===== src/rtl/branch_comparator_if.sv =====
// Handshake and result bundle for branch_comparator.
// master = producer/consumer side (pipeline), slave = the comparator itself.
interface branch_comparator_if #(
    parameter int WIDTH   = 16,
    parameter int COUNT_W = 16
);
    logic               in_valid;
    logic               in_ready;
    logic [WIDTH-1:0]   r0;
    logic [WIDTH-1:0]   op1;
    logic [2:0]         ctrl;
    logic               signed_cmp;
    logic               flush;
    logic               out_valid;
    logic               out_ready;
    logic               pcsrc;
    logic               out_eq;
    logic               out_lt;
    logic [COUNT_W-1:0] taken_cnt;
    logic [COUNT_W-1:0] total_cnt;

    modport master (
        output in_valid, r0, op1, ctrl, signed_cmp, flush, out_ready,
        input  in_ready, out_valid, pcsrc, out_eq, out_lt, taken_cnt, total_cnt
    );

    modport slave (
        input  in_valid, r0, op1, ctrl, signed_cmp, flush, out_ready,
        output in_ready, out_valid, pcsrc, out_eq, out_lt, taken_cnt, total_cnt
    );
endinterface


===== src/rtl/branch_comparator.sv =====
// Registered branch comparator: compares r0 against op1 under a 3-bit
// condition code (signed or unsigned), holds the result in a one-deep
// output register with valid/ready backpressure and a pipeline flush.
// Optional saturating retire statistics: define BRANCH_COMPARATOR_STATS_EN
// to build taken_cnt/total_cnt; otherwise both outputs are tied to 0.
//
// state | meaning
// ------+------------------------------------------
// EMPTY | no result held, out_valid=0
// FULL  | result held in output register, out_valid=1
module branch_comparator #(
    parameter int WIDTH   = 16,
    parameter int COUNT_W = 16
) (
    input logic                clk,
    input logic                rst,
    branch_comparator_if.slave bus
);

    typedef enum logic {
        EMPTY = 1'b0,
        FULL  = 1'b1
    } state_t;

    localparam logic [2:0] CC_EQ     = 3'b000;
    localparam logic [2:0] CC_NE     = 3'b001;
    localparam logic [2:0] CC_LT     = 3'b010;
    localparam logic [2:0] CC_GT     = 3'b011;
    localparam logic [2:0] CC_LE     = 3'b100;
    localparam logic [2:0] CC_GE     = 3'b101;
    localparam logic [2:0] CC_ALWAYS = 3'b110;
    localparam logic [2:0] CC_NEVER  = 3'b111;

    state_t state_q;
    state_t state_d;

    logic [WIDTH-1:0] r0_w;
    logic [WIDTH-1:0] op1_w;
    logic             cmp_eq;
    logic             cmp_lt;
    logic             cmp_taken;

    logic             out_valid_w;
    logic             in_ready_w;
    logic             accept;
    logic             retire;
    logic             load;

    logic             pcsrc_q;
    logic             eq_q;
    logic             lt_q;

    assign r0_w  = bus.r0;
    assign op1_w = bus.op1;

    // Full-width equality and ordering in the selected number system.
    always_comb begin
        cmp_eq = (r0_w == op1_w);
        cmp_lt = 1'b0;
        if (bus.signed_cmp) begin
            cmp_lt = ($signed(r0_w) < $signed(op1_w));
        end else begin
            cmp_lt = (r0_w < op1_w);
        end
    end

    // Condition-code decode; GT/LE/GE are derived from the EQ/LT pair.
    always_comb begin
        cmp_taken = 1'b0;
        case (bus.ctrl)
            CC_EQ:     cmp_taken = cmp_eq;
            CC_NE:     cmp_taken = !cmp_eq;
            CC_LT:     cmp_taken = cmp_lt;
            CC_GT:     cmp_taken = !cmp_lt && !cmp_eq;
            CC_LE:     cmp_taken = cmp_lt || cmp_eq;
            CC_GE:     cmp_taken = !cmp_lt;
            CC_ALWAYS: cmp_taken = 1'b1;
            CC_NEVER:  cmp_taken = 1'b0;
            default:   cmp_taken = 1'b0;
        endcase
    end

    // Flush blocks acceptance outright, so a same-cycle input is never taken.
    // A flushed held result is discarded, not retired, so it is never counted.
    assign out_valid_w = (state_q == FULL);
    assign in_ready_w  = !bus.flush && (!out_valid_w || bus.out_ready);
    assign accept      = bus.in_valid && in_ready_w;
    assign retire      = out_valid_w && bus.out_ready && !bus.flush;

    // Occupancy state register.
    always_ff @(posedge clk) begin
        if (rst) begin
            state_q <= EMPTY;
        end else begin
            state_q <= state_d;
        end
    end

    // Next-state and result-load decision.
    always_comb begin
        state_d = state_q;
        load    = 1'b0;
        case (state_q)
            EMPTY: begin
                if (accept) begin
                    state_d = FULL;
                    load    = 1'b1;
                end
            end
            FULL: begin
                if (bus.flush) begin
                    state_d = EMPTY;
                end else if (retire && accept) begin
                    state_d = FULL;
                    load    = 1'b1;
                end else if (retire) begin
                    state_d = EMPTY;
                end
            end
            default: begin
                state_d = EMPTY;
            end
        endcase
    end

    // Result register: loads on accept, otherwise holds (also while empty).
    always_ff @(posedge clk) begin
        if (rst) begin
            pcsrc_q <= 1'b0;
            eq_q    <= 1'b0;
            lt_q    <= 1'b0;
        end else if (load) begin
            pcsrc_q <= cmp_taken;
            eq_q    <= cmp_eq;
            lt_q    <= cmp_lt;
        end
    end

    assign bus.in_ready  = in_ready_w;
    assign bus.out_valid = out_valid_w;
    assign bus.pcsrc     = pcsrc_q;
    assign bus.out_eq    = eq_q;
    assign bus.out_lt    = lt_q;

`ifdef BRANCH_COMPARATOR_STATS_EN
    localparam logic [COUNT_W-1:0] CNT_MAX = {COUNT_W{1'b1}};

    logic [COUNT_W-1:0] taken_q;
    logic [COUNT_W-1:0] total_q;

    // Saturating retire counters; each one stops independently at all-ones.
    always_ff @(posedge clk) begin
        if (rst) begin
            taken_q <= '0;
            total_q <= '0;
        end else if (retire) begin
            if (total_q != CNT_MAX) begin
                total_q <= total_q + 1'b1;
            end
            if (pcsrc_q && (taken_q != CNT_MAX)) begin
                taken_q <= taken_q + 1'b1;
            end
        end
    end

    assign bus.taken_cnt = taken_q;
    assign bus.total_cnt = total_q;
`else
    assign bus.taken_cnt = {COUNT_W{1'b0}};
    assign bus.total_cnt = {COUNT_W{1'b0}};
`endif

endmodule


===== src/flat_wrapper.sv =====
// flat-port wrapper written by rule: the top's interface ports become plain ports
module branch_comparator_flat 
#(
    parameter int WIDTH   = 16,
    parameter int COUNT_W = 16
)
  (clk, rst, bus_in_valid, bus_r0, bus_op1, bus_ctrl, bus_signed_cmp, bus_flush, bus_out_ready, bus_in_ready, bus_out_valid, bus_pcsrc, bus_out_eq, bus_out_lt, bus_taken_cnt, bus_total_cnt);
  branch_comparator_if #(.WIDTH(WIDTH), .COUNT_W(COUNT_W)) bus_i ();
  input logic clk;
  input logic rst;
  input wire logic [$bits(bus_i.in_valid)-1:0] bus_in_valid;
  input wire logic [$bits(bus_i.r0)-1:0] bus_r0;
  input wire logic [$bits(bus_i.op1)-1:0] bus_op1;
  input wire logic [$bits(bus_i.ctrl)-1:0] bus_ctrl;
  input wire logic [$bits(bus_i.signed_cmp)-1:0] bus_signed_cmp;
  input wire logic [$bits(bus_i.flush)-1:0] bus_flush;
  input wire logic [$bits(bus_i.out_ready)-1:0] bus_out_ready;
  output wire logic [$bits(bus_i.in_ready)-1:0] bus_in_ready;
  output wire logic [$bits(bus_i.out_valid)-1:0] bus_out_valid;
  output wire logic [$bits(bus_i.pcsrc)-1:0] bus_pcsrc;
  output wire logic [$bits(bus_i.out_eq)-1:0] bus_out_eq;
  output wire logic [$bits(bus_i.out_lt)-1:0] bus_out_lt;
  output wire logic [$bits(bus_i.taken_cnt)-1:0] bus_taken_cnt;
  output wire logic [$bits(bus_i.total_cnt)-1:0] bus_total_cnt;
  assign bus_i.in_valid = bus_in_valid;
  assign bus_i.r0 = bus_r0;
  assign bus_i.op1 = bus_op1;
  assign bus_i.ctrl = bus_ctrl;
  assign bus_i.signed_cmp = bus_signed_cmp;
  assign bus_i.flush = bus_flush;
  assign bus_i.out_ready = bus_out_ready;
  assign bus_in_ready = bus_i.in_ready;
  assign bus_out_valid = bus_i.out_valid;
  assign bus_pcsrc = bus_i.pcsrc;
  assign bus_out_eq = bus_i.out_eq;
  assign bus_out_lt = bus_i.out_lt;
  assign bus_taken_cnt = bus_i.taken_cnt;
  assign bus_total_cnt = bus_i.total_cnt;
  branch_comparator #(.WIDTH(WIDTH), .COUNT_W(COUNT_W)) u_core (.clk(clk), .rst(rst), .bus(bus_i));
endmodule

===== config.mk =====
export PLATFORM = sky130hd
export DESIGN_NAME = branch_comparator_flat
export DESIGN_NICKNAME = d
export VERILOG_FILES = /design/src/rtl/branch_comparator_if.sv /design/src/rtl/branch_comparator.sv /design/src/flat_wrapper.sv
export SDC_FILE = /design/constraint.sdc
export NUM_CORES = 1
export LEC_CHECK = 0
export ABC_AREA = 1
export CORE_MARGIN = 4
export CORE_UTILIZATION = 31
export CTS_BUF_LIST = sky130_fd_sc_hd__clkbuf_8
export DETAILED_ROUTE_END_ITERATION = 12
export GPL_ROUTABILITY_DRIVEN = 1
export GPL_TIMING_DRIVEN = 0
export HOLD_SLACK_MARGIN = 0.15
export PLACE_DENSITY = 0.79
export REMOVE_ABC_BUFFERS = 1
export SLEW_MARGIN = 20
export SYNTH_ARGS = -nofsm -noshare
export SYNTH_HDL_FRONTEND = slang
export SYNTH_SLANG_ARGS = --single-unit
export TNS_END_PERCENT = 10

===== constraint.sdc =====
create_clock -name clk -period 1.6 [get_ports clk]
set_clock_uncertainty 0.05 [all_clocks]
set_input_delay 0.32 -clock clk [delete_from_list [all_inputs] [get_ports clk]]
set_output_delay 0.32 -clock clk [all_outputs]
set_load 0.01 [all_outputs]

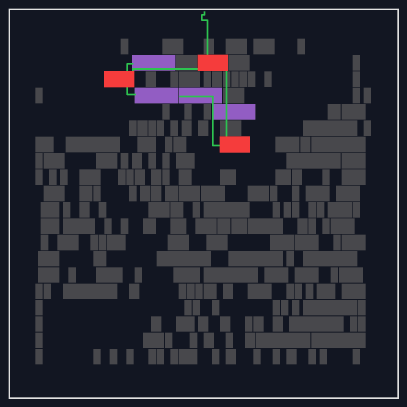
(images/clock_map.png)
(6 px per um)
[cells driving clock nets] red | count: 3
[flip-flops] purple | count: 4
[clock wires] green | length: 75.1 um
routed clock nets: 4
clk latency late pin: 220 ps
clock group share of total power: 29.4%
clk pwr: 0.208 mW

==> summary.txt <==
impl run done, here's what came out: status=finished, final reports clean, Hold Vio Cnt, Final=0, Worst EP arrival=about 1600 ps, hold_sp=u_core.bus.out_eq, worst vdd ir=0.260 mV, initial antenna violation count=0, top sig layer=met3, Synthesized registers=4, total track usage=10.1%, WL final=2.32 mm, routed length on met1=831 um, Commonest Layout Cell=conb_1, Final Non-Filler Cells=253, ANT cells=0, met2 WL post-DR=1.27 mm, cells in synth_stat.txt=approximately 160, Final WS setup=11.3 ps, io pins=78, YS chip area=992 um^2, Clock Path Buffers=2, Final nets=268, ANT nets after route=0, total gr overflow=0, Worst EP required=1650 ps, root buf cell=clkbuf_8, vias in the first global route=897, register area share after synthesis=8.07%, DP Cell Count=246, via count=slightly below 1k, worst hold path class=flip-flop to flip-flop, max_cap viols=0, hold buffer count at CTS=0, worst-path fanout max=3, vias per inst=3.88, kind of critical path=input pin to flip-flop, r2r startpoint=u_core.bus.out_valid, Reg2Reg Depth=9, GPL Wtd Cong=0.656, met1 usage=10.9%, DP Wirelength=~1.7 mm, WHS Path Cells=2, Slew Limit Fails=0, clock slew at reported path FFs=30 ps, Synth-to-Final Area Change=66.6%, mapped cell area=992 um^2, Final Setup Violations=0, Unique masters post-synth=17, Core Box Area=3050 um^2, iteration tally of the first detailed-router pass=2, GRT busiest layer=met2, initial DRC count=8, Port Buf Inserts=45, layout cells sized above 1=between 40% and 50%, placed cell area=around 1400 um^2, Synth Instances=158, Total Power=0.708 mW, Leakage=0.849 nW, power per cell area=429 nW/um^2, stage-log warning count=27, Startpoint Class=input pin, unrepaired setup endpoints after global routing=true, WL/cell=9.16 um, postcts setup bufs=3, met3 WL=221 um, routing usage on met2=19.8%, Floorplan Utilization=between 30% and 40%, Register-to-Register Setup Slack=360 ps, CTS Sinks=4, Die Span X=64.6 um, most frequent cells in the layout=conb_1, nand2_1, inv_1, drc violations=0, reg2reg end=u_core.bus.pcsrc, post-cts resize count=143, largest net degree at the start of global routing=6, Die Size=4170 um^2, Site Rows=20, Period minus WS final=approximately 1600 ps, finished layout cell area=1650 um^2, CTS Buf Count=3
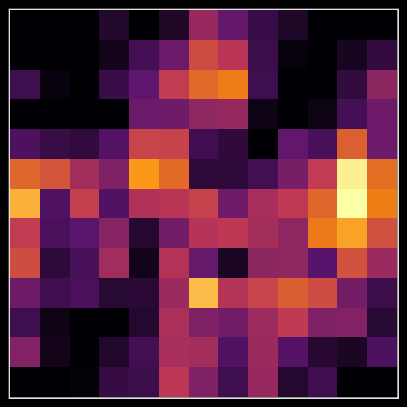
(images/wire_density.png)
(6 px per um) 13 x 13 tiles, from black (low) to pale yellow (high), scaled to the fullest tile. Values are wire area over tile area, all layers added.
nearly empty tiles: 17%
densest ninth of the die: east
fullest tile: 0.32
tiles over half the peak: 19%

==> Yosys cell counts, drive strengths merged <==
library cell	count	share of area, %
dfxtp	4	8.1
a21oi	9	5.7
nor2	8	4.0
nand4	1	1.3
nand2	36	15
ha	16	20
buf	32	24
nor3	4	2.0
inv	37	14
o21ai	3	1.5
conb	1	0.38
nand3	7	4.0
==> power by group <==
group / switching, mW / leakage [nW] / internal, mW
clock: 0.0483 / 0.0216 / 0.160
sequential: 0.00205 / 0.0327 / 0.105
combinational: 0.200 / 0.795 / 0.193
==> logic make-up after synthesis <==
group / Yosys count / share of synthesized area (%)
flops: 4 / 8.07
compound gates: 12 / 7.19
fa+ha+maj: 16 / 20.2
buf+inv: 69 / 38.2
simple gates: 56 / 26.0
other cells: 1 / 0.378
==> critical path, stage by stage <==
cell	delay [ps]
buf_2	110
ha_4	260
nand2_4	50
nor2_4	130
nand2_2	70
nor2_2	90
nand2_2	90
nand3_2	100
nand2_4	60
nand3_2	70
nand2_2	50
nor2_2	70
nand2_1	50
nand2_1	60
a21oi_2	50
==> cell type report <==
cell class                      instances  area (um^2)
Timing Repair Buffer                   49          422
Multi-Input combinational cell        116          913
Fill cell                             318         1400
Inverter                               37          141
Tap cell                               44         55.1
Sequential cell                         4         80.1
Clock buffer                            3         41.3
==> how the worst max path moves through the flow <==
| stage | startpoint | to | slack, ps | cells after the start |
|---|---|---|---|---|
| final | bus_r0[14] | u_core.bus.pcsrc | 10 | 15 |
| after global routing | bus_op1[15] | u_core.bus.pcsrc | -130 | 16 |
| after CTS | bus_op1[13] | u_core.bus.pcsrc | -60 | 16 |
| after detailed placement | bus_op1[11] | u_core.bus.pcsrc | -700 | 16 |
| after global placement | bus_op1[11] | u_core.bus.pcsrc | -670 | 16 |
| after floorplan | bus_op1[15] | u_core.bus.pcsrc | -80 | 15 |
Power is estimated from default activity; no workload was simulated.
